Figure 1. Track usage over the die (run 1).
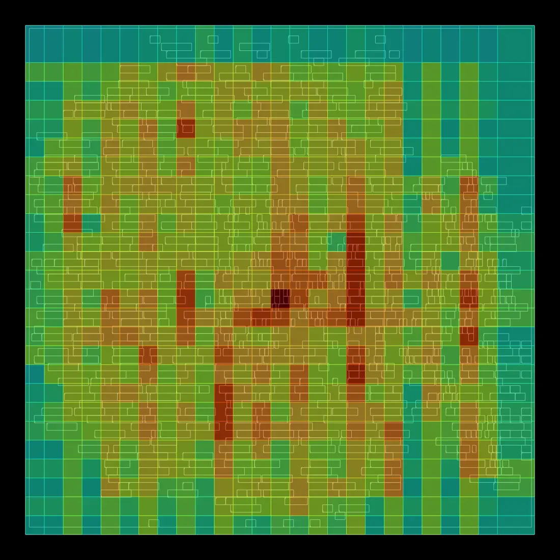
Figure 2. Close-up of the layout (run 1).
Region (81, 81) to (106, 106) um. Cells in gray, sequential cells in the stronger gray; small squares are vias.
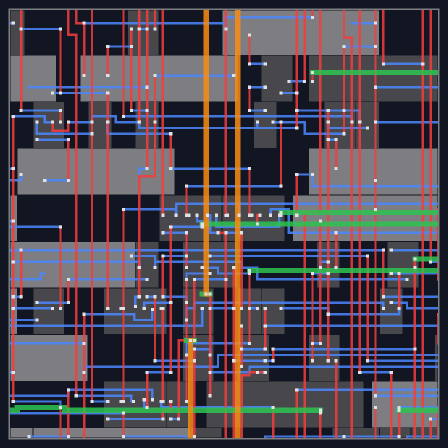
Figure 3. Sequential cells colored by netlist name (run 1).
Drawn at 2 px/um.
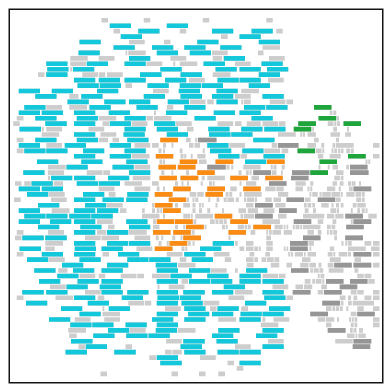
[src/rtl/trade_report_tx_pkg.sv]
`default_nettype none
// ============================================================================
// Module   : trade_report_tx_pkg
// Desc     : Shared constants, FSM encodings and record type for trade reporting
// Revision : 1.0
// ============================================================================
package trade_report_tx_pkg;

  localparam logic [7:0] SYNC_BYTE_DEF = 8'hA5;
  localparam int         FRAME_BYTES   = 5;

  localparam logic [1:0] ST_IDLE  = 2'd0;
  localparam logic [1:0] ST_START = 2'd1;
  localparam logic [1:0] ST_DATA  = 2'd2;
  localparam logic [1:0] ST_STOP  = 2'd3;

  typedef struct packed {
    logic [7:0] count;
    logic [7:0] price;
    logic [7:0] bid;
    logic [7:0] ask;
  } trade_rec_t;

  // Frame byte idx 1..4 maps onto the record; idx 0 is the sync byte.
  function automatic logic [7:0] rec_byte(input trade_rec_t rec, input logic [2:0] idx);
    case (idx)
      3'd1:    return rec.count;
      3'd2:    return rec.price;
      3'd3:    return rec.bid;
      default: return rec.ask;
    endcase
  endfunction

endpackage
`default_nettype wire

[src/rtl/trade_report_tx_if.sv]
`default_nettype none
// ============================================================================
// Module   : trade_report_tx_if
// Desc     : Engine tap inputs and UART/status outputs of the trade reporter
// Revision : 1.0
// ============================================================================
interface trade_report_tx_if;
  logic       match_signal;
  logic       halt_signal;
  logic [7:0] trade_price;
  logic [7:0] best_bid;
  logic [7:0] best_ask;
  logic [7:0] trade_count;
  logic       uart_tx;
  logic       tx_busy;
  logic [3:0] fifo_level;
  logic       overflow;
  logic [7:0] drop_count;

  modport master (
    output match_signal, halt_signal, trade_price, best_bid, best_ask, trade_count,
    input  uart_tx, tx_busy, fifo_level, overflow, drop_count
  );

  modport slave (
    input  match_signal, halt_signal, trade_price, best_bid, best_ask, trade_count,
    output uart_tx, tx_busy, fifo_level, overflow, drop_count
  );
endinterface
`default_nettype wire

[src/rtl/trade_report_tx_uart_byte_tx.sv]
`default_nettype none
// ============================================================================
// Module   : uart_byte_tx
// Desc     : 8N1 byte serialiser; accepts a back-to-back start in the last stop cycle
// Revision : 1.0
// ============================================================================
module uart_byte_tx
  import trade_report_tx_pkg::*;
#(
  parameter int CLKS_PER_BIT = 434
) (
  input  logic       clk,
  input  logic       reset,
  input  logic       start,
  input  logic [7:0] data,
  output logic       tx,
  output logic       done
);

  localparam int            CW      = $clog2(CLKS_PER_BIT);
  localparam logic [CW-1:0] CNT_MAX = CW'(CLKS_PER_BIT - 1);

  logic [1:0]    r_state;
  logic [CW-1:0] r_baud_cnt;
  logic [2:0]    r_bit_idx;
  logic [7:0]    r_shift;
  logic          r_tx;
  logic          w_bit_end;

  assign w_bit_end = (r_baud_cnt == CNT_MAX);
  assign done      = (r_state == ST_STOP) && w_bit_end;
  assign tx        = r_tx;

  always_ff @(posedge clk or posedge reset) begin
    if (reset) begin
      r_state    <= ST_IDLE;
      r_baud_cnt <= '0;
      r_bit_idx  <= 3'd0;
      r_shift    <= 8'd0;
      r_tx       <= 1'b1;
    end else begin
      case (r_state)
        ST_IDLE: begin
          r_baud_cnt <= '0;
          if (start) begin
            r_shift <= data;
            r_tx    <= 1'b0;
            r_state <= ST_START;
          end
        end
        ST_START: begin
          if (w_bit_end) begin
            r_baud_cnt <= '0;
            r_bit_idx  <= 3'd0;
            r_tx       <= r_shift[0];
            r_state    <= ST_DATA;
          end else begin
            r_baud_cnt <= r_baud_cnt + 1'b1;
          end
        end
        ST_DATA: begin
          if (w_bit_end) begin
            r_baud_cnt <= '0;
            if (r_bit_idx == 3'd7) begin
              r_tx    <= 1'b1;
              r_state <= ST_STOP;
            end else begin
              r_tx      <= r_shift[1];
              r_shift   <= {1'b0, r_shift[7:1]};
              r_bit_idx <= r_bit_idx + 3'd1;
            end
          end else begin
            r_baud_cnt <= r_baud_cnt + 1'b1;
          end
        end
        default: begin
          if (w_bit_end) begin
            r_baud_cnt <= '0;
            // Chaining straight into the next start bit keeps bytes gapless.
            if (start) begin
              r_shift <= data;
              r_tx    <= 1'b0;
              r_state <= ST_START;
            end else begin
              r_state <= ST_IDLE;
            end
          end else begin
            r_baud_cnt <= r_baud_cnt + 1'b1;
          end
        end
      endcase
    end
  end

endmodule
`default_nettype wire

[src/rtl/trade_report_tx.sv]
`default_nettype none
// ============================================================================
// Module   : trade_report_tx
// Desc     : Captures executed trades into a FIFO and sends 5-byte UART report frames
// Revision : 1.0
// ============================================================================
module trade_report_tx
  import trade_report_tx_pkg::*;
#(
  parameter int         CLKS_PER_BIT = 434,
  parameter int         FIFO_DEPTH   = 8,
  parameter logic [7:0] SYNC_BYTE    = SYNC_BYTE_DEF
) (
  input  logic              clk,
  input  logic              reset,
  trade_report_tx_if.slave  bus
);

  localparam int         AW        = $clog2(FIFO_DEPTH);
  localparam logic [3:0] LEVEL_MAX = 4'(FIFO_DEPTH);
  localparam logic [2:0] LAST_IDX  = 3'(FRAME_BYTES - 1);

  trade_rec_t    r_mem [FIFO_DEPTH];
  logic [AW-1:0] r_wr_ptr;
  logic [AW-1:0] r_rd_ptr;
  logic [3:0]    r_level;
  logic          r_match_prev;
  logic          r_overflow;
  logic [7:0]    r_drop_count;
  trade_rec_t    r_frame;
  logic          r_frame_active;
  logic [2:0]    r_byte_idx;

  trade_rec_t    w_in_rec;
  logic          w_capture;
  logic          w_pop;
  logic          w_push;
  logic          w_next_byte;
  logic          w_start;
  logic          w_done;
  logic          w_tx;
  logic [7:0]    w_byte_data;

  assign w_in_rec    = '{count: bus.trade_count, price: bus.trade_price,
                         bid: bus.best_bid, ask: bus.best_ask};
  assign w_capture   = bus.match_signal && !r_match_prev && !bus.halt_signal;
  // A new frame starts from idle or directly out of the last stop bit.
  assign w_pop       = (r_level != 4'd0) &&
                       (!r_frame_active || (w_done && r_byte_idx == LAST_IDX));
  assign w_push      = w_capture && ((r_level < LEVEL_MAX) || w_pop);
  assign w_next_byte = r_frame_active && w_done && (r_byte_idx != LAST_IDX);
  assign w_start     = w_pop || w_next_byte;
  assign w_byte_data = w_pop ? SYNC_BYTE : rec_byte(r_frame, r_byte_idx + 3'd1);

  always_ff @(posedge clk) begin
    if (w_push) r_mem[r_wr_ptr] <= w_in_rec;
  end

  always_ff @(posedge clk or posedge reset) begin
    if (reset) begin
      r_wr_ptr     <= '0;
      r_rd_ptr     <= '0;
      r_level      <= 4'd0;
      r_match_prev <= 1'b0;
      r_overflow   <= 1'b0;
      r_drop_count <= 8'd0;
    end else begin
      r_match_prev <= bus.match_signal;
      if (w_push) r_wr_ptr <= r_wr_ptr + 1'b1;
      if (w_pop)  r_rd_ptr <= r_rd_ptr + 1'b1;
      case ({w_push, w_pop})
        2'b10:   r_level <= r_level + 4'd1;
        2'b01:   r_level <= r_level - 4'd1;
        default: r_level <= r_level;
      endcase
      if (w_capture && !w_push) begin
        r_overflow <= 1'b1;
        if (r_drop_count != 8'hFF) r_drop_count <= r_drop_count + 8'd1;
      end
    end
  end

  always_ff @(posedge clk or posedge reset) begin
    if (reset) begin
      r_frame        <= '0;
      r_frame_active <= 1'b0;
      r_byte_idx     <= 3'd0;
    end else if (w_pop) begin
      r_frame        <= r_mem[r_rd_ptr];
      r_frame_active <= 1'b1;
      r_byte_idx     <= 3'd0;
    end else if (w_next_byte) begin
      r_byte_idx     <= r_byte_idx + 3'd1;
    end else if (w_done && r_frame_active) begin
      r_frame_active <= 1'b0;
    end
  end

  uart_byte_tx #(
    .CLKS_PER_BIT (CLKS_PER_BIT)
  ) u_byte_tx (
    .clk   (clk),
    .reset (reset),
    .start (w_start),
    .data  (w_byte_data),
    .tx    (w_tx),
    .done  (w_done)
  );

  assign bus.uart_tx    = w_tx;
  assign bus.tx_busy    = r_frame_active || (r_level != 4'd0);
  assign bus.fifo_level = r_level;
  assign bus.overflow   = r_overflow;
  assign bus.drop_count = r_drop_count;

endmodule
`default_nettype wire

[src/flat_wrapper.sv]
// flat-port wrapper written by rule: the top's interface ports become plain ports
module trade_report_tx_flat import trade_report_tx_pkg::*;
#(
  parameter int         CLKS_PER_BIT = 434,
  parameter int         FIFO_DEPTH   = 8,
  parameter logic [7:0] SYNC_BYTE    = SYNC_BYTE_DEF
)
  (clk, reset, bus_match_signal, bus_halt_signal, bus_trade_price, bus_best_bid, bus_best_ask, bus_trade_count, bus_uart_tx, bus_tx_busy, bus_fifo_level, bus_overflow, bus_drop_count);
  trade_report_tx_if bus_i ();
  input  logic clk;
  input  logic reset;
  input wire logic [$bits(bus_i.match_signal)-1:0] bus_match_signal;
  input wire logic [$bits(bus_i.halt_signal)-1:0] bus_halt_signal;
  input wire logic [$bits(bus_i.trade_price)-1:0] bus_trade_price;
  input wire logic [$bits(bus_i.best_bid)-1:0] bus_best_bid;
  input wire logic [$bits(bus_i.best_ask)-1:0] bus_best_ask;
  input wire logic [$bits(bus_i.trade_count)-1:0] bus_trade_count;
  output wire logic [$bits(bus_i.uart_tx)-1:0] bus_uart_tx;
  output wire logic [$bits(bus_i.tx_busy)-1:0] bus_tx_busy;
  output wire logic [$bits(bus_i.fifo_level)-1:0] bus_fifo_level;
  output wire logic [$bits(bus_i.overflow)-1:0] bus_overflow;
  output wire logic [$bits(bus_i.drop_count)-1:0] bus_drop_count;
  assign bus_i.match_signal = bus_match_signal;
  assign bus_i.halt_signal = bus_halt_signal;
  assign bus_i.trade_price = bus_trade_price;
  assign bus_i.best_bid = bus_best_bid;
  assign bus_i.best_ask = bus_best_ask;
  assign bus_i.trade_count = bus_trade_count;
  assign bus_uart_tx = bus_i.uart_tx;
  assign bus_tx_busy = bus_i.tx_busy;
  assign bus_fifo_level = bus_i.fifo_level;
  assign bus_overflow = bus_i.overflow;
  assign bus_drop_count = bus_i.drop_count;
  trade_report_tx #(.CLKS_PER_BIT(CLKS_PER_BIT), .FIFO_DEPTH(FIFO_DEPTH), .SYNC_BYTE(SYNC_BYTE)) u_core (.clk(clk), .reset(reset), .bus(bus_i));
endmodule
[config.mk]
export PLATFORM = sky130hd
export DESIGN_NAME = trade_report_tx_flat
export DESIGN_NICKNAME = d
export VERILOG_FILES = /design/src/rtl/trade_report_tx_pkg.sv /design/src/rtl/trade_report_tx_if.sv /design/src/rtl/trade_report_tx_uart_byte_tx.sv /design/src/rtl/trade_report_tx.sv /design/src/flat_wrapper.sv
export SDC_FILE = /design/constraint.sdc
export NUM_CORES = 1
export LEC_CHECK = 0
export ABC_CLOCK_PERIOD_IN_PS = 6300
export CORE_UTILIZATION = 40
export CTS_CLUSTER_SIZE = 40
export DETAILED_ROUTE_END_ITERATION = 6
export SYNTH_ARGS = -nofsm -noshare
export SYNTH_HDL_FRONTEND = slang
export SYNTH_HIERARCHICAL = 1
export SYNTH_SLANG_ARGS = --single-unit
[constraint.sdc]
create_clock -name clk -period 6.3 [get_ports clk]
set_input_delay 1.26 -clock clk [delete_from_list [all_inputs] [get_ports clk]]
set_output_delay 1.26 -clock clk [all_outputs]
set_load 0.05 [all_outputs]
==> impl_metrics.py, run 1 <==
# Physical implementation metrics
metrics = {
    "status": {
        "status": "complete, no violations",
    },
    "finish": {
        "inverters": 14,
        "layout.nets": 878,
        "area_delta_synth_final_pct": 16.5,
        "nFillCells": 2810,
        "layout_top_cell": "edfxtp_1",
        "buf_share": 0.0374,
        "logic_gates": 372,
        "mostFrequentLayoutCells": "edfxtp_1, dfrtp_1, mux4_2",
        "comb_share": 0.232,
        "seq_area_sq_mm": 0.00967,
        "signal_buffers": 62,
        "dominant_cells": "registers",
        "seq_cell_count": 335,
        "clk_share": 0.0788,
        "layout.area.comb_sq_mm": 0.00366,
        "drive_gt1_frac": 0.208,
        "diodes": 0,
        "seq_area_frac": 0.613,
    },
    "grt": {
        "antenna_found_initial": 0,
        "grt_max_degree": 80,
        "grt_first_pass_wirelength_um": 40500,
        "grt.overflow.total": 0,
        "track_usage": 0.156,
        "grt_pass1_vias": 6917,
    },
    "final_timing": {
        "finalCriticalPeriod_ps": 3460,
        "drv_slew": 0,
        "finClkSkew_ps": 16.2,
        "hold_viol_final": 0,
        "setup_viol": 0,
        "rsz0062_at_grt": "false",
        "period_used_share": 0.549,
        "fmax_mhz": 289,
        "tightest_slew_ps": 1170,
        "fin_setup_tns_ps": 0,
        "slew_headroom": 0.215,
    },
    "logic_synthesis": {
        "synth.avg_cell_area_sq_um": 17.9,
        "yosysTopAreaCellShare": 0.568,
        "synthArstFlopShare": 0.236,
        "yosys-stat-area_sq_mm": 0.0135,
        "ys.warnings.count": 6,
        "syn-num-nets": 811,
        "ys_seq_frac": 0.714,
        "ys_types": 53,
        "flop_cell": "edfxtp_1",
        "topCellsByArea": "edfxtp_1, dfrtp_1, mux4_2, mux2i_1, ha_1",
        "edf_count": 256,
        "syn_inst": 755,
        "largest_area_cell": "edfxtp_1",
        "mappedNetlistArea_sq_mm": 0.0135,
        "synth_flops": 335,
    },
    "die": {
        "io_pins": 51,
        "nWellTaps": 448,
        "die_x_um": 186,
        "placementRows": 67,
        "die_h_um": 186,
        "core_sq_mm": 0.0334,
        "initCoreUtil": 0.405,
    },
    "drt": {
        "drt_iter0_drc": 413,
        "vias": 6724,
        "drt-vias-per-instance": 5.18,
        "dr.pass1.iters": 5,
        "drtAntennaViolNets": 0,
        "wl_per_cell_um": 19.6,
        "totalWireLength_um": 25500,
        "drc_errors": 0,
    },
    "clock_tree": {
        "path_clk_slew_ps": 50,
        "cts_resized": 0,
        "ctsHoldBuffers": 0,
        "root_buffer": "clkbuf_16",
        "cts.sinks": 335,
        "cts_tree": "built",
        "htree_levels": 2,
        "cts.path.max_buffers": 3,
        "clkLatencyLatePin_ps": 530,
        "post_cts_buffers": 0,
    },
    "pwr": {
        "clock_power_share": 0.343,
        "seqPwrFrac": 0.459,
        "p_switching_uw": 1760,
        "fin_total_pwr_uw": 6300,
        "p_leak_uw": 0.00545,
        "p_int_uw": 4540,
        "switching_share": 0.280,
        "powerDensity_mw_per_mm2": 399,
        "vdd_drop_max_mv": 0.236,
        "p_comb_frac": 0.199,
    },
    "job": {
        "cap_violations": 0,
        "warnings": 36,
    },
    "critical_path": {
        "startpoint_type": "flip-flop",
        "worstPathRequired_ps": 5040,
        "path_class": "flip-flop to primary output",
        "path_max_fanout": 6,
        "end_kind": "primary output",
    },
    "place": {
        "globalplace.congestion": 0.765,
    },
    "hold_path": {
        "hp-class": "flip-flop to flip-flop",
    },
}
About Figure 1:
fin util: 0.472
global routing's busiest layer: met2
met3 GRT Util: 0.0250

About Figure 2:
Key: blue = met1; green = met3; red = met2; orange = met4
35 logic cells have their middle in the window. Sequential cells in the window: 6. Most frequent: nor2_1 (12), a21oi_1 (10), dfrtp_1 (6). Netlist names of flops here include u_core/r_frame (6).

About Figure 3:
Key: orange = u_core/r_frame [placed flops 32, where middle]; cyan = u_core/r_mem [placed flops 256]; green = u_core/u_byte_tx/r_baud_cnt [placed flops 9]
Another 38 sequential cells are not colored.

-- run 1: cell usage after synthesis, types with 2 or more instances --
cell      count
buf_4         3
o22ai_1       3
nand3_1      12
ha_1         20
buf_6         8
and3_1        2
clkbuf_1      5
edfxtp_1    256
xnor2_1       8
a21oi_1      48
inv_1        13
nand4_1       3
or3_1         2
mux2_2       13
nor3_1       12
o21ai_0      13
mux2i_1      33
nand2b_1      8
nor2_1       56
and3_2        2
mux2_4        7
a31oi_1       2
mux4_2       64
nand2_1      21
nor4_1        2
dfrtp_1      78
xor2_1       12
buf_2        17
a222oi_1      8
-- run 1: power groups by stage --
stage	registers [uW]	clock network (uW)	logic [uW]
2_1_floorplan	2870	0	975
3_3_place_gp	2940	0	1260
3_5_place_dp	2940	0	1270
4_1_cts	2900	2210	1270
5_1_grt	2930	2300	1370
6_report	2890	2160	1250
-- run 1: metal layers --
| metal | track usage | vias up | part of all wire |
|---|---|---|---|
| met1 | 0.219 | 3460 | 0.46 |
| met3 | 0.0250 | 44 | 0.036 |
| li1 | - | 3102 | - |
| met5 | 0 | - | 0 |
| met4 | 0.0459 | 0 | 0.023 |
| met2 | 0.251 | 118 | 0.48 |
-- run 1: logic make-up (layout without fill, tap and decap cells) --
group / after synthesis / count (layout) / share of synthesized area
adder cells (fa/ha/maj): 20 / 20 / 0.0185
XOR/XNOR: 20 / 20 / 0.0129
AND-OR/OR-AND: 82 / 82 / 0.0357
AND/OR/NAND/NOR: 132 / 132 / 0.0490
multiplexers: 118 / 118 / 0.150
buffers and inverters: 48 / 144 / 0.0202
flip-flops: 335 / 335 / 0.714
-- run 1: metrics by stage --
step,area (sq um),setup slack (ps),hold WS [ps],std cells
6_report,15800,2840,468,1299
2_1_floorplan,13500,851,453,755
3_5_place_dp,14500,2430,454,1231
5_1_grt,15800,2570,503,1299
4_1_cts,15800,2810,469,1299
3_3_place_gp,14500,2470,449,1231
-- run 1: worst paths after layout --
check | startpoint | end | slack (ps) | depth (start not counted)
worst min-delay path | u_core/bus.overflow | u_core/bus.overflow | 470 | 1
worst max register to register | u_core/u_byte_tx/r_baud_cnt[1] | u_core/u_byte_tx/r_state[1] | 2880 | 11
max in group asynchronous | reset | u_core/r_rd_ptr[0] | 4280 | 3
min in group asynchronous | reset | u_core/bus.drop_count[4] | 1170 | 2
worst max-delay path | u_core/bus.fifo_level[0] | bus_tx_busy | 2840 | 3
worst min register to register | u_core/bus.overflow | u_core/bus.overflow | 470 | 1
-- run 1: flip-flops by register name, indices dropped and copies added, names as in the netlist --
register,flops
u_core/r_rd_ptr,3
u_core/r_frame_active,1
u_core/r_frame,32
u_core/bus.drop_count,8
u_core/u_byte_tx/tx,1
u_core/u_byte_tx/r_baud_cnt,9
u_core/u_byte_tx/r_state,2
u_core/r_mem,256
u_core/r_byte_idx,3
u_core/u_byte_tx/r_bit_idx,3
u_core/bus.fifo_level,4
u_core/bus.overflow,1
u_core/r_wr_ptr,3
u_core/r_match_prev,1
u_core/u_byte_tx/r_shift,8
-- run 1: critical path, stage by stage (launching register included) --
cell and delay [ps]:
dfrtp_1 470, nor4_4 420, nand2b_1 90, clkdlybuf4s50_1 700
==> run 2, diff against run 1 <==
--- a/config.mk
+++ b/config.mk
@@ -5,7 +5,7 @@
 export SDC_FILE = /design/constraint.sdc
 export NUM_CORES = 1
 export LEC_CHECK = 0
-export ABC_CLOCK_PERIOD_IN_PS = 6300
+export ABC_CLOCK_PERIOD_IN_PS = 3120
 export CORE_UTILIZATION = 40
 export CTS_CLUSTER_SIZE = 40
 export DETAILED_ROUTE_END_ITERATION = 6
==> constraint.sdc (replaced) <==
create_clock -name clk -period 3.12 [get_ports clk]
set_input_delay 0.624 -clock clk [delete_from_list [all_inputs] [get_ports clk]]
set_output_delay 0.624 -clock clk [all_outputs]
set_load 0.05 [all_outputs]
Figure 4. Sizing map (run 2).
Drawn at 2 px/um.
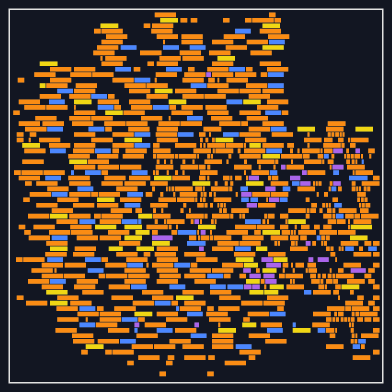
Key: purple = drive 3 to 4 [cells 32, share 3.7%, most used buf_4]; orange = drive 1 or less [cells 681, share 79%, most used edfxtp_1]; blue = drive 2 [cells 92, share 11%, most used mux4_2]; yellow = drive 6 and up [cells 57, share 6.6%, most used clkbuf_16]

Figure 5. Track usage over the die (run 2).
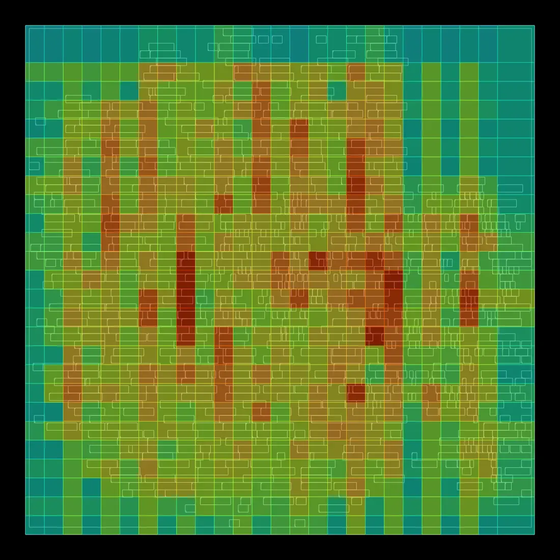
fin util: 0.479
Tot GR Track Use: 0.159

==> impl_metrics.py, run 2 <==
# Physical implementation metrics
metrics = {
    "finish": {
        "nFillCells": 2781,
        "largest_registers": "u_core/r_mem (256), u_core/r_frame (32), u_core/u_byte_tx/r_baud_cnt (9)",
        "drive_gt1_frac": 0.210,
        "layout_top_cell": "edfxtp_1",
        "top_register": "u_core/r_mem",
        "layout.area.comb_sq_mm": 0.00370,
        "largest_reg_flops": 256,
        "finalInstanceArea_sq_mm": 0.0160,
        "seq_area_sq_mm": 0.00967,
        "mostFrequentLayoutCells": "edfxtp_1, dfrtp_1, mux4_2",
        "diodes": 0,
        "layout.nets": 888,
        "stdcell_count": 1310,
        "area_delta_synth_final_pct": 18.2,
    },
    "final_timing": {
        "tightest_slew_ps": 1120,
        "drv_slew": 0,
        "setup_viol": 0,
        "hold_viol_final": 0,
        "rsz0062_at_grt": "false",
        "fin_setup_tns_ps": 0,
        "slew_headroom": 0.256,
        "fmax_mhz": 351,
        "finalCriticalPeriod_ps": 2850,
        "post-route-worst-setup-slack_ps": 274,
        "finClkSkew_ps": 19.5,
        "period_used_share": 0.912,
        "whs_ps": 316,
    },
    "die": {
        "die_area_sq_mm": 0.0346,
        "initCoreUtil": 0.405,
        "die_h_um": 186,
        "io_pins": 51,
        "die_x_um": 186,
        "core_sq_mm": 0.0334,
        "placementRows": 67,
    },
    "logic_synthesis": {
        "yosys.area_share.simple": 0.0490,
        "yosys-stat-area_sq_mm": 0.0135,
        "common_cells": "edfxtp_1, dfrtp_1, mux4_2, nor2_1, a21oi_1",
        "ys_seq_frac": 0.714,
        "largest_area_cell": "edfxtp_1",
        "syn_inst": 755,
        "compound_area_frac": 0.0357,
        "topCellsByArea": "edfxtp_1, dfrtp_1, mux4_2, mux2i_1, ha_1",
        "yosysTopAreaCellShare": 0.568,
        "synth_top_cell_by_count": "edfxtp_1",
        "mappedNetlistArea_sq_mm": 0.0135,
        "ys_types": 53,
        "synth.avg_cell_area_sq_um": 17.9,
        "flop_cell": "edfxtp_1",
        "ys.warnings.count": 6,
        "ys_sh_adder": 0.0185,
        "synthArstFlopShare": 0.236,
        "xor_share": 0.0129,
        "logic_family": "multiplexers",
        "ys_cells": 755,
        "edf_count": 256,
        "synth_flops": 335,
        "syn-num-nets": 811,
        "mux_area_frac": 0.150,
    },
    "critical_path": {
        "path_max_fanout": 6,
        "path_class": "flip-flop to primary output",
        "end_kind": "primary output",
        "startpoint_type": "flip-flop",
        "worstPathRequired_ps": 2500,
        "arrival_ps": 2220,
    },
    "clock_tree": {
        "clkLatencyLatePin_ps": 530,
        "cts.path.max_buffers": 3,
        "cts_resized": 0,
        "root_buffer": "clkbuf_16",
        "htree_levels": 2,
        "ctsHoldBuffers": 0,
        "cts_buffers": 38,
        "post_cts_buffers": 0,
        "path_clk_slew_ps": 60,
        "cts.sinks": 335,
        "cts_tree": "built",
    },
    "grt": {
        "grt_pass1_vias": 7011,
        "grt_first_pass_wirelength_um": 41100,
        "antenna_found_initial": 0,
        "grt.overflow.total": 0,
        "grt_max_degree": 40,
    },
    "drt": {
        "wl_per_cell_um": 19.9,
        "drtAntennaViolNets": 0,
        "totalWireLength_um": 26100,
        "dr.pass1.iters": 5,
        "vias": 6752,
        "drt_iter0_drc": 461,
        "drc_errors": 0,
        "drt-vias-per-instance": 5.15,
    },
    "place": {
        "place_ws_ps": 171,
        "port_buffers": 50,
        "place_area_sq_mm": 0.0148,
        "dp_hpwl_um": 14800,
        "globalplace.congestion": 0.769,
        "placedCellCount": 1240,
    },
    "pwr": {
        "vdd_drop_max_mv": 0.546,
        "powerDensity_mw_per_mm2": 801,
        "p_leak_uw": 0.00553,
    },
    "job": {
        "cap_violations": 0,
        "warnings": 37,
    },
    "status": {
        "status": "complete, no violations",
    },
    "hold_path": {
        "hp-class": "primary input to asynchronous set/reset pin",
    },
}
[run 2: netlist changes by cell type in the layout (fill, tap and decap cells not counted), sizes merged]
cell      before  now
clkinv         8   22
clkbuf        56   43
buf           12   21
bufinv         2    4
inv           16   14
clkinvlp       0    1
[run 2: area by class of cell]
type	count	area share
clock buffer	43	0.0619
clock inverter	27	0.0154
inverter	14	0.00328
multi-input combinational	372	0.231
sequential	335	0.604
tap	448	0.0350
timing repair buffer	71	0.0497
[run 2: kinds of logic after synthesis]
kind of cell | count (synthesis)
muxes | 118
adders and majority gates | 20
xor gates and xnor gates | 20
buffers and inverters | 48
AOI/OAI and AO/OA | 82
and+or+nand+nor | 132
DFF | 335
[run 2: path summary, 6_finish.rpt]
path	to	depth (start not counted)	slack, ps	start
setup reg to reg	u_core/u_byte_tx/r_state[1]	10	320	u_core/u_byte_tx/r_baud_cnt[1]
hold / removal	u_core/r_frame[18]	2	320	reset
min in group clk	u_core/u_byte_tx/tx	2	460	u_core/u_byte_tx/tx
max in group asynchronous	u_core/u_byte_tx/r_baud_cnt[4]	2	1880	reset
setup / recovery	bus_tx_busy	3	270	u_core/bus.fifo_level[0]
hold reg to reg	u_core/u_byte_tx/tx	2	460	u_core/u_byte_tx/tx
[run 2: through the flow]
| stage | total power, uW | utilization |
|---|---|---|
| finish | 12800 | 0.479 |
| floorplan | 7790 | - |
| global route | 13500 | 0.479 |
| CTS | 13000 | 0.479 |
| global placement | 8590 | 0.442 |
| detailed placement | 8620 | 0.442 |
[run 2: power by group]
part | switching (uW) | internal, uW
logic | 1310 | 1340
registers | 548 | 5280
clock network | 1720 | 2620
total | 3580 | 9240
[run 2: routing by layer]
layer / GRT usage / routed length [um]
met3: 0.0250 / 867
met1: 0.218 / 12000
met4: 0.0505 / 567
met2: 0.260 / 12600
met5: 0 / 0
[run 2: worst max-delay path, stage by stage, from the launching register on]
cell and delay [ps]:
dfrtp_1 470, nor4_4 440, nand2b_1 90, clkdlybuf4s50_1 710
==> run 3, diff against run 2 <==
--- a/config.mk
+++ b/config.mk
@@ -9,6 +9,9 @@
 export CORE_UTILIZATION = 40
 export CTS_CLUSTER_SIZE = 40
 export DETAILED_ROUTE_END_ITERATION = 6
+export PLACE_DENSITY_LB_ADDON = 0.25
+export RECOVER_POWER = 100
+export SLEW_MARGIN = 40
 export SYNTH_ARGS = -nofsm -noshare
 export SYNTH_HDL_FRONTEND = slang
 export SYNTH_HIERARCHICAL = 1
Figure 6. The metal 2 layer (run 3).
Drawn at 2 px/um.
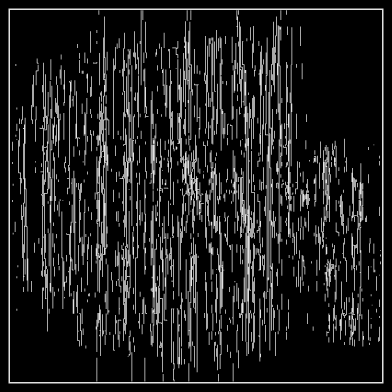
The layer carries 12300 um of wire. 737 nets have wire on it. The layer holds 48% of the routed length. The wires run mostly vertical.
total wire length: 25800 um
vias: 6712
GR Util met2: 0.250

Figure 7. Sequential cells colored by netlist name (run 3).
Drawn at 2 px/um.
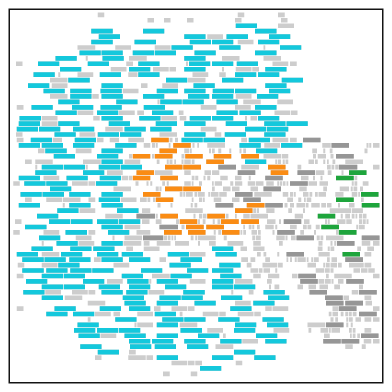
Key: cyan = u_core/r_mem [placed flops 256]; green = u_core/u_byte_tx/r_baud_cnt [placed flops 9, where right middle]; orange = u_core/r_frame [placed flops 32, where middle]
Another 38 sequential cells are not colored.

==> impl_metrics.py, run 3 <==
# Physical implementation metrics
metrics = {
    "finish": {
        "layout_top_cell": "edfxtp_1",
        "top_register": "u_core/r_mem",
        "diodes": 0,
        "largest_registers": "u_core/r_mem (256), u_core/r_frame (32), u_core/u_byte_tx/r_baud_cnt (9)",
        "stdcell_count": 1302,
        "largest_reg_flops": 256,
        "drive_gt1_frac": 0.190,
        "area_delta_synth_final_pct": 15.9,
        "mostFrequentLayoutCells": "edfxtp_1, dfrtp_1, mux4_2",
        "layout.nets": 882,
        "final_util": 0.469,
    },
    "pwr": {
        "p_leak_uw": 0.00542,
        "vdd_drop_max_mv": 0.554,
        "fin_total_pwr_uw": 12400,
        "powerDensity_mw_per_mm2": 787,
    },
    "critical_path": {
        "path_class": "flip-flop to flip-flop",
        "rrSetupSlack_ps": 240,
        "end_kind": "flip-flop",
        "startpoint_type": "flip-flop",
        "arrival_ps": 3020,
        "worstPathRequired_ps": 3260,
        "worstPathCellList": "inv_1, ha_1, and4b_4, and3_2, and3_1, o21a_1, nand2_1, nor3_4, clkbuf_4",
        "path_max_fanout": 32,
        "crit_slowest_cell": "clkbuf_4",
        "max_stage_delay_ps": 610,
    },
    "grt": {
        "track_usage": 0.156,
        "grt_max_degree": 66,
        "grt_pass1_vias": 6796,
        "antenna_found_initial": 0,
        "grt_first_pass_wirelength_um": 40000,
        "grt.overflow.total": 0,
    },
    "final_timing": {
        "tightest_slew_ps": 1440,
        "finalCriticalPeriod_ps": 2880,
        "period_used_share": 0.924,
        "fmax_mhz": 347,
        "rsz0062_at_grt": "false",
        "setup_viol": 0,
        "finClkSkew_ps": 16.0,
        "hold_viol_final": 0,
        "slew_headroom": 0.0428,
        "drv_slew": 0,
        "fin_setup_tns_ps": 0,
        "whs_ps": 462,
    },
    "clock_tree": {
        "ctsHoldBuffers": 0,
        "path_clk_slew_ps": 50,
        "htree_levels": 2,
        "post_cts_buffers": 0,
        "cts_tree": "built",
        "root_buffer": "clkbuf_16",
        "clkLatencyLatePin_ps": 520,
        "cts_resized": 0,
        "cts.sinks": 335,
        "cts.path.max_buffers": 3,
        "cts_buffers": 36,
    },
    "place": {
        "globalplace.congestion": 0.774,
        "placedCellCount": 1236,
        "dp_hpwl_um": 14500,
        "port_buffers": 50,
    },
    "logic_synthesis": {
        "synthArstFlopShare": 0.236,
        "ys.warnings.count": 6,
        "synth.avg_cell_area_sq_um": 17.9,
        "yosysTopAreaCellShare": 0.568,
        "flop_cell": "edfxtp_1",
        "ys_types": 53,
        "largest_area_cell": "edfxtp_1",
        "synth_top_cell_by_count": "edfxtp_1",
        "syn-num-nets": 811,
        "mappedNetlistArea_sq_mm": 0.0135,
        "yosys-stat-area_sq_mm": 0.0135,
        "edf_count": 256,
        "common_cells": "edfxtp_1, dfrtp_1, mux4_2, nor2_1, a21oi_1",
        "syn_inst": 755,
        "ys_cells": 755,
        "topCellsByArea": "edfxtp_1, dfrtp_1, mux4_2, mux2i_1, ha_1",
        "ys_seq_frac": 0.714,
        "synth_flops": 335,
    },
    "drt": {
        "wl_per_cell_um": 19.8,
        "dr.pass1.iters": 6,
        "drc_errors": 0,
        "drtAntennaViolNets": 0,
        "drt-vias-per-instance": 5.16,
        "drt_iter0_drc": 383,
    },
    "status": {
        "status": "complete, no violations",
    },
    "die": {
        "io_pins": 51,
        "die_x_um": 186,
        "die_h_um": 186,
        "initCoreUtil": 0.405,
        "placementRows": 67,
        "die_area_sq_mm": 0.0346,
        "core_sq_mm": 0.0334,
    },
    "job": {
        "warnings": 37,
        "cap_violations": 0,
    },
    "hold_path": {
        "hp-class": "flip-flop to flip-flop",
    },
}
run 3: cells by family after synthesis:
family          Yosys count  share of synthesized area
flops                   335                      0.714
simple gates            132                     0.0490
mux                     118                      0.150
fa+ha+maj                20                     0.0185
buf+inv                  48                     0.0202
compound gates           82                     0.0357
xor+xnor                 20                     0.0129
run 3: worst max-delay path: cells and delay by family, from the launching register on:
kind                     cells  cell delay (ps)
adder cells (fa/ha/maj)      1              130
flip-flops                   1              390
AND/OR/NAND/NOR              5             1110
AND-OR/OR-AND                1              200
buffers and inverters        2              680
run 3: through the flow:
step / instance area [sq um] / worst slack, ps
2_1_floorplan: 13600 / -251
3_3_place_gp: 14800 / 220
3_5_place_dp: 14800 / 203
4_1_cts: 15900 / 270
5_1_grt: 15700 / 60.4
6_report: 15700 / 238
run 3: power breakdown:
part | internal (uW) | leakage, uW | switching [uW]
Combinational | 1260 | 0.00159 | 1320
Sequential | 5280 | 0.00328 | 519
Clock | 2350 | 0.000546 | 1640
run 3: cell type report:
type | count | area (sq um)
well taps | 448 | 561
clock inverters | 13 | 92.6
clock buffers | 53 | 1020
multi-input cells | 372 | 3640
repair buffers | 67 | 659
inverters | 14 | 52.6
flip-flops and latches | 335 | 9670
fillers | 2831 | 17800
run 3: metal layers:
metal | vias up | global-route usage | part of all wire
li1 | 3110 | - | -
met1 | 3438 | 0.221 | 0.47
met2 | 125 | 0.250 | 0.48
met3 | 39 | 0.0260 | 0.036
met4 | 0 | 0.0400 | 0.020
met5 | - | 0 | 0
run 3: final timing paths:
check                                           endpoint  depth (start not counted)                            from
setup / recovery                     u_core/r_mem[4][18]                          9  u_core/u_byte_tx/r_baud_cnt[1]
hold / removal                       u_core/bus.overflow                          1             u_core/bus.overflow
setup reg to reg                     u_core/r_mem[4][18]                          9  u_core/u_byte_tx/r_baud_cnt[1]
hold reg to reg                      u_core/bus.overflow                          1             u_core/bus.overflow
max in group asynchronous             u_core/r_rd_ptr[0]                          3                           reset
min in group asynchronous  u_core/u_byte_tx/r_bit_idx[2]                          2                           reset
Power figures rest on the tool's default switching activity, not on a simulated workload.
